==> config.mk <==
export PLATFORM = sky130hd
export DESIGN_NAME = vault_read_arbiter_flat
export DESIGN_NICKNAME = d
export VERILOG_FILES = /design/src/rtl/vault_pkg.sv /design/src/rtl/vault_read_arbiter_if.sv /design/src/rtl/mux64to1_8bit.sv /design/src/rtl/vault_rr_arbiter.sv /design/src/rtl/vault_read_arbiter.sv /design/src/flat_wrapper.sv
export SDC_FILE = /design/constraint.sdc
export NUM_CORES = 1
export LEC_CHECK = 0
export CORE_AREA = 2 2 217 219
export DETAILED_ROUTE_END_ITERATION = 6
export DIE_AREA = 0 0 219 221
export PLACE_DENSITY = 0.47
export REMOVE_ABC_BUFFERS = 1
export SLEW_MARGIN = 20
export SYNTH_ARGS = -nofsm -noshare
export SYNTH_HDL_FRONTEND = slang
export SYNTH_SLANG_ARGS = --single-unit
==> constraint.sdc <==
create_clock -name clk -period 2.44 [get_ports clk]
set_clock_uncertainty 0.2 [all_clocks]
set_input_delay 0.366 -clock clk [delete_from_list [all_inputs] [get_ports clk]]
set_output_delay 0.366 -clock clk [all_outputs]
set_load 0.1 [all_outputs]
==> src/rtl/vault_pkg.sv <==
// rtl/vault_pkg.sv - shared sizes and FSM state type for the vault read arbiter
// Purpose: widths of the vault, byte index, requester id, and the arbiter FSM states.
// Ports: none (package).
package vault_pkg;

  localparam int VAULT_BYTES = 64;
  localparam int IDXW        = 6;
  localparam int NREQ        = 4;
  localparam int IDW         = 2;
  localparam int DATAW       = 8;
  localparam int VAULT_W     = VAULT_BYTES * DATAW;

  typedef enum logic [1:0] {
    IDLE   = 2'd0,
    LOOKUP = 2'd1,
    RESP   = 2'd2
  } vault_state_e;

endpackage

==> src/rtl/vault_read_arbiter_if.sv <==
// rtl/vault_read_arbiter_if.sv - request/response handshake bundle for the vault read arbiter
// Purpose: groups the per-requester request lanes and the shared response channel.
// Signals: req_valid/req_idx (requesters -> arbiter), req_ready (one-hot grant),
//          resp_valid/resp_data/resp_id (arbiter -> consumer), resp_ready (consumer -> arbiter).
// Modports: master = requester/consumer side, slave = arbiter side.
interface vault_read_arbiter_if;
  import vault_pkg::*;

  logic [NREQ-1:0]      req_valid;
  logic [NREQ*IDXW-1:0] req_idx;
  logic [NREQ-1:0]      req_ready;
  logic                 resp_valid;
  logic                 resp_ready;
  logic [DATAW-1:0]     resp_data;
  logic [IDW-1:0]       resp_id;

  modport master (
    output req_valid, req_idx, resp_ready,
    input  req_ready, resp_valid, resp_data, resp_id
  );

  modport slave (
    input  req_valid, req_idx, resp_ready,
    output req_ready, resp_valid, resp_data, resp_id
  );

endinterface

==> src/rtl/mux64to1_8bit.sv <==
// rtl/mux64to1_8bit.sv - 64-to-1 byte selector over the 512-bit vault
// Purpose: returns byte sel of vault as treasure (purely combinational).
// Ports: vault (512-bit store, byte k = vault[8k+7:8k]), sel (6-bit byte index),
//        treasure (selected byte).
module mux64to1_8bit (
  input  logic [511:0] vault,
  input  logic [5:0]   sel,
  output logic [7:0]   treasure
);

  assign treasure = vault[{sel, 3'b000} +: 8];

endmodule

==> src/rtl/vault_rr_arbiter.sv <==
// rtl/vault_rr_arbiter.sv - 4-way rotating-start grant generator
// Purpose: grants the first pending request found when searching upward from ptr (mod NREQ).
//          With ptr tied to 0 it is a plain fixed-priority arbiter (requester 0 highest).
// Ports: req (pending requests), ptr (search start), gnt (one-hot grant),
//        gnt_id (encoded winner), gnt_any (some request granted).
module vault_rr_arbiter
  import vault_pkg::*;
(
  input  logic [NREQ-1:0] req,
  input  logic [IDW-1:0]  ptr,
  output logic [NREQ-1:0] gnt,
  output logic [IDW-1:0]  gnt_id,
  output logic            gnt_any
);

  always_comb begin
    logic [IDW-1:0] cand;
    cand    = '0;
    gnt     = '0;
    gnt_id  = '0;
    gnt_any = 1'b0;
    for (int i = 0; i < NREQ; i++) begin
      // IDW-bit addition wraps naturally, giving the mod-NREQ search order.
      cand = ptr + IDW'(i);
      if (!gnt_any && req[cand]) begin
        gnt[cand] = 1'b1;
        gnt_id    = cand;
        gnt_any   = 1'b1;
      end
    end
  end

endmodule

==> src/rtl/vault_read_arbiter.sv <==
// rtl/vault_read_arbiter.sv - shares one 64:1 byte selector among four byte-read requesters
// Purpose: arbitrates pending requests, drives the selector index, captures the selected
//          byte and returns it tagged with the requester id on a valid/ready channel.
// Ports: clk, rst (synchronous, active-high), vault (512-bit byte store),
//        bus (slave side of vault_read_arbiter_if), busy (FSM not idle).
// Configuration: VAULT_ARB_RR_EN defined selects round-robin arbitration with a
//                rotating pointer; undefined gives fixed priority (requester 0 highest).
module vault_read_arbiter
  import vault_pkg::*;
(
  input  logic                       clk,
  input  logic                       rst,
  input  logic [VAULT_W-1:0]         vault,
  vault_read_arbiter_if.slave        bus,
  output logic                       busy
);

  vault_state_e    state;
  logic [IDXW-1:0] sel;
  logic [IDW-1:0]  id_q;
  logic            resp_valid;
  logic [DATAW-1:0] resp_data;
  logic [IDW-1:0]  resp_id;
  logic [DATAW-1:0] treasure;

  logic [NREQ-1:0] gnt;
  logic [IDW-1:0]  gnt_id;
  logic            gnt_any;
  logic [NREQ-1:0] arb_req;
  logic [IDXW-1:0] win_idx;
  logic [IDW-1:0]  ptr;

`ifdef VAULT_ARB_RR_EN
  logic [IDW-1:0] ptr_q;
  assign ptr = ptr_q;
`else
  assign ptr = '0;
`endif

  // Requests are only visible to the arbiter in IDLE and out of reset, so
  // req_ready can never pulse while a lookup is in flight or being discarded.
  assign arb_req = bus.req_valid & {NREQ{(state == IDLE) && !rst}};

  vault_rr_arbiter u_arb (
    .req     (arb_req),
    .ptr     (ptr),
    .gnt     (gnt),
    .gnt_id  (gnt_id),
    .gnt_any (gnt_any)
  );

  always_comb begin
    win_idx = '0;
    for (int i = 0; i < NREQ; i++) begin
      if (gnt[i]) win_idx = bus.req_idx[i*IDXW +: IDXW];
    end
  end

  mux64to1_8bit u_mux (
    .vault    (vault),
    .sel      (sel),
    .treasure (treasure)
  );

  always_ff @(posedge clk) begin
    if (rst) begin
      state      <= IDLE;
      sel        <= '0;
      id_q       <= '0;
      resp_valid <= 1'b0;
      resp_data  <= '0;
      resp_id    <= '0;
`ifdef VAULT_ARB_RR_EN
      ptr_q      <= '0;
`endif
    end else begin
      case (state)
        IDLE: begin
          if (gnt_any) begin
            sel   <= win_idx;
            id_q  <= gnt_id;
            state <= LOOKUP;
`ifdef VAULT_ARB_RR_EN
            ptr_q <= gnt_id + IDW'(1);
`endif
          end
        end
        LOOKUP: begin
          // Byte is captured here, so later vault changes cannot reach the response.
          resp_data  <= treasure;
          resp_id    <= id_q;
          resp_valid <= 1'b1;
          state      <= RESP;
        end
        RESP: begin
          if (resp_valid && bus.resp_ready) begin
            resp_valid <= 1'b0;
            state      <= IDLE;
          end
        end
        default: state <= IDLE;
      endcase
    end
  end

  assign bus.req_ready  = gnt;
  assign bus.resp_valid = resp_valid;
  assign bus.resp_data  = resp_data;
  assign bus.resp_id    = resp_id;
  assign busy           = (state != IDLE);

endmodule

==> src/flat_wrapper.sv <==
// flat-port wrapper written by rule: the top's interface ports become plain ports
module vault_read_arbiter_flat import vault_pkg::*;
  (clk, rst, vault, busy, bus_req_valid, bus_req_idx, bus_resp_ready, bus_req_ready, bus_resp_valid, bus_resp_data, bus_resp_id);
  vault_read_arbiter_if bus_i ();
  input  logic clk;
  input  logic rst;
  input  logic [VAULT_W-1:0] vault;
  output logic busy;
  input wire logic [$bits(bus_i.req_valid)-1:0] bus_req_valid;
  input wire logic [$bits(bus_i.req_idx)-1:0] bus_req_idx;
  input wire logic [$bits(bus_i.resp_ready)-1:0] bus_resp_ready;
  output wire logic [$bits(bus_i.req_ready)-1:0] bus_req_ready;
  output wire logic [$bits(bus_i.resp_valid)-1:0] bus_resp_valid;
  output wire logic [$bits(bus_i.resp_data)-1:0] bus_resp_data;
  output wire logic [$bits(bus_i.resp_id)-1:0] bus_resp_id;
  assign bus_i.req_valid = bus_req_valid;
  assign bus_i.req_idx = bus_req_idx;
  assign bus_i.resp_ready = bus_resp_ready;
  assign bus_req_ready = bus_i.req_ready;
  assign bus_resp_valid = bus_i.resp_valid;
  assign bus_resp_data = bus_i.resp_data;
  assign bus_resp_id = bus_i.resp_id;
  vault_read_arbiter u_core (.clk(clk), .rst(rst), .vault(vault), .bus(bus_i), .busy(busy));
endmodule
==> run_1/wires.png <==
Scale bar: 50 µm.
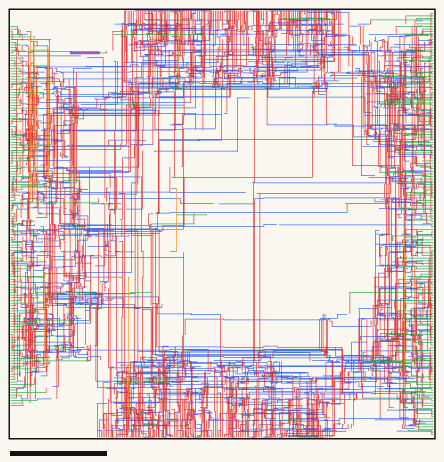
legend:
  metal 5:
    colour: purple
    wire_length: 13.8 µm
  metal 3:
    colour: green
    wire_length: 3400 µm
  metal 2:
    colour: red
    wire_length: 20.4 mm
  metal 4:
    colour: orange
    wire_length: 811 µm
  metal 1:
    colour: blue
    wire_length: 16900 µm
routed wirelength normalized by instance count: 23.8 µm
number of vias in the routed layout: 7422
global routing usage summed across all routing layers: 16.1%
Routed Wire Length: 41500 µm

==> run_1/placement.png <==
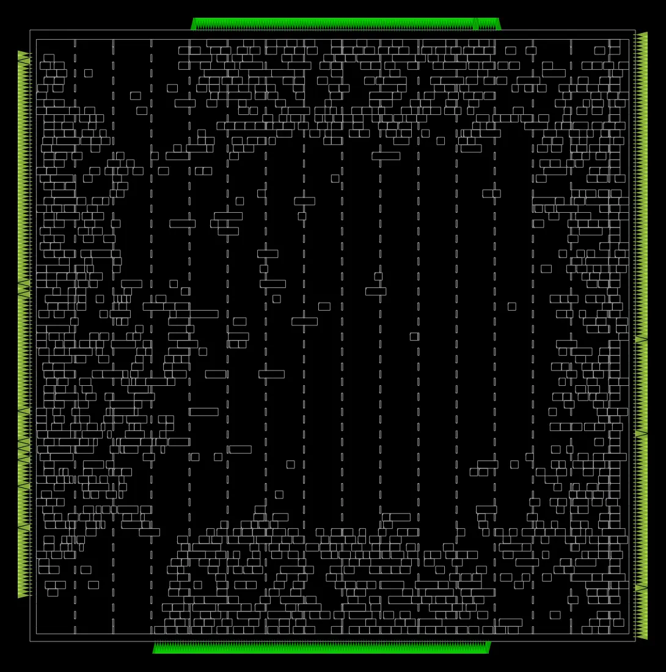
total of fill cells in the finished design: 4892
placeable core region: 46100 µm²
proportion of cell area occupied by registers: 3.34%
Seq cells: 21

==> run_1/sizes.png <==
Scale bar: 50 µm.
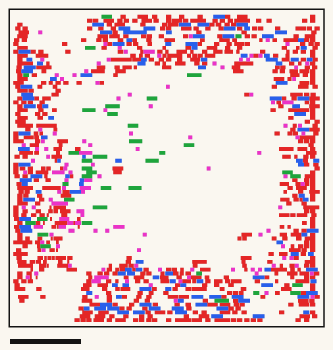
legend:
  _6 and larger:
    colour: green
    cells: 37
    share: 3.3%
  _2 cells:
    colour: blue
    cells: 125
    share: 11%
  _0 and _1 cells:
    colour: red
    cells: 849
    share: 75%
  _3 and _4 cells:
    colour: magenta
    cells: 125
    share: 11%
Post-Layout Inst Area: 12800 µm²
Layout Area Growth over Synthesis: 150%

==> run_1/layer_met3.png <==
Scale bar: 50 µm.
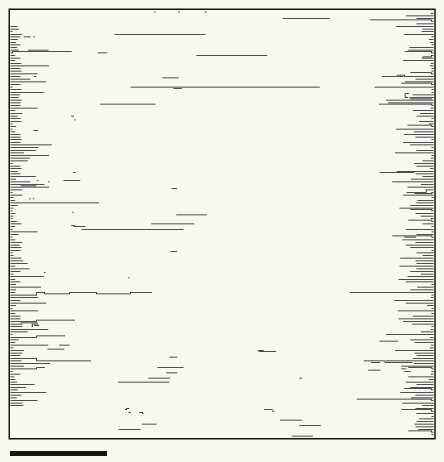
share of all routed wire: 8.2%
main direction: horizontal
nets with wire on the layer: 352
longest straight run: 97.5 µm
GRT met3 Usage: 3.45%

==> summary.txt, run 1 <==
Purpose: to document the outcome of synthesis and place and route.

Power
The largest part of the power goes to combinational logic. The highest ir drop seen on vdd is 0.196 mV.

Layout
Counting only logic cells after layout, the most numerous master is sky130_fd_sc_hd__clkdlybuf4s50_1. In the layout the commonest cells are sky130_fd_sc_hd__clkdlybuf4s50_1, sky130_fd_sc_hd__buf_4, sky130_fd_sc_hd__mux2i_1. The final report lists a non-filler cell total of 1744. The layout summary lists the proportion of cells stronger than drive strength 1 as 25.3%.

Status
The run finished with clean final reports.

Worst setup path
The launching element of the worst setup path is u_core.sel[0]. The worst setup path is launched from a flip-flop. In this run the critical register-to-register path is launched from u_core.sel[0]. The setup check on the worst reg-to-reg path leaves a slack of 0.04 ns. The cell family with the largest share of critical-path delay is buffers and inverters.

Route
The first-pass detailed-route iteration total is 6.

Logic synthesis
Warnings reported by Yosys during synthesis add up to 0. The multiplexer fraction of the synthesized cell area is 48.6%. For this run, asynchronously set or reset flops after synthesis account for 0%.

Hold path
Looking at hold timing, the worst path starts from u_core.id_q[0].

Placed design
The global placer's final weighted congestion is 0.821.

Global routing
The number of antenna violations at the first check in global routing was 1.

STA
The final max-slew violation count is 0.
==> run 2: changes to the inputs <==
CAP_MARGIN = 20   (was not set)
PLACE_DENSITY = not set   (was 0.47)
==> run_2/layer_met3.png <==
Scale bar: 50 µm.
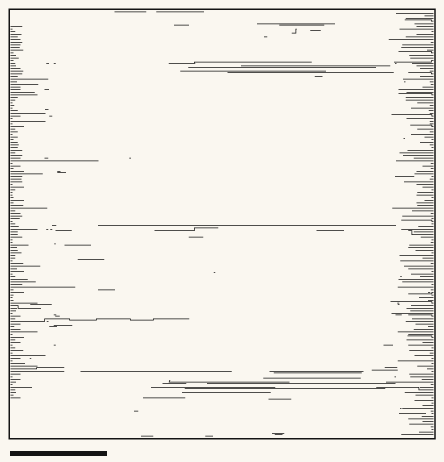
share of all routed wire: 9.0%
nets with wire on the layer: 354
longest straight run: 154 µm
wire length on this layer: 3900 µm
GRT met3 Usage: 3.70%
number of vias in the routed layout: 7564
Routed Wire Length: 43100 µm

==> run 2 against run 1 <==
  * The flow now finishes with violations (setup timing)
  * Via count up 1.9%
  * Combinational power up 2%
  * Synthesized cell count unchanged
  * Wire length up 4.1%
  * Non-clock buffer count up 7
  * First-iteration DRC count up 25%
  * Clock-buffer cell count unchanged
  * Sequential power about the same
  * Worst hold slack better by 0.016 ns
  * Die size unchanged
  * Register-to-register slack worse by 0.06 ns
  * Fmax down 2.4%
==> summary.txt, run 2 <==
Purpose: to document the outcome of synthesis and place and route.

Floorplan
The floorplan step defined a core boundary enclosing 46100 µm².

STA
The setup violation total in the final timing report is 2. Measured against its own limit, the worst slew margin works out to 44.2%. For reference, the final report shows the max-slew violation count at 0.

Across all setup checks in the final design, the least slack found is -0.0165 ns.

Worst setup path
The cell family with the largest share of critical-path delay is multiplexers. The launching element of the worst setup path is u_core.sel[0]. The launch point of the worst register-to-register path is recorded as u_core.sel[0]. The startpoint class of the critical path is a flip-flop.

Logic synthesis
The number of warning messages in the yosys log is 0. Per the synth stats, the proportion of register bits with asynchronous set or reset is 0%. The multiplexer fraction of the synthesized cell area is 48.6%.

Placed design
Per the placement report, the placed cell count is 1719. The global placer's final weighted congestion is 0.891.

Status
The checks that failed: setup timing. The run finished, with violations left.

Power
The highest ir drop seen on vdd is 0.245 mV. In the power breakdown, the biggest contributor is combinational logic.

Route
TritonRoute output was used to compute an average wire per cell of 24.7 µm. The first-pass detailed-route iteration total is 4.

Layout
The finished cells cover 12900 µm². Per the run report, area growth between synthesis and finish was 151%. By instance count after routing, the leading logic cell types are sky130_fd_sc_hd__clkdlybuf4s50_1, sky130_fd_sc_hd__buf_4, sky130_fd_sc_hd__mux2i_1. The final layout contains a sequential cell count of 21.

The most frequent standard cell in the layout excluding fill and tap cells is sky130_fd_sc_hd__clkdlybuf4s50_1. The fraction of final layout cells sized beyond drive strength 1 is 25.6%.

Hold path
The class of the worst hold path is flip-flop to flip-flop. The launch point of the worst min-delay path is recorded as u_core.id_q[1].

Global routing
The global routing report lists combined usage of all routing layers as 16.5%. The number of antenna violations at the first check in global routing is 6.
==> run_2/placement.png <==
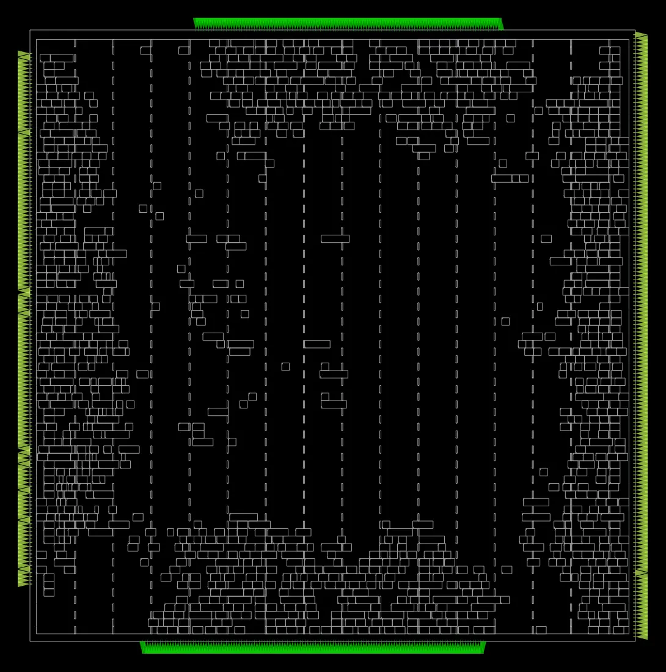
fin util: 28.0%
total of fill cells in the finished design: 4852
fin cells: 1750

Power is estimated from default activity; no workload was simulated.
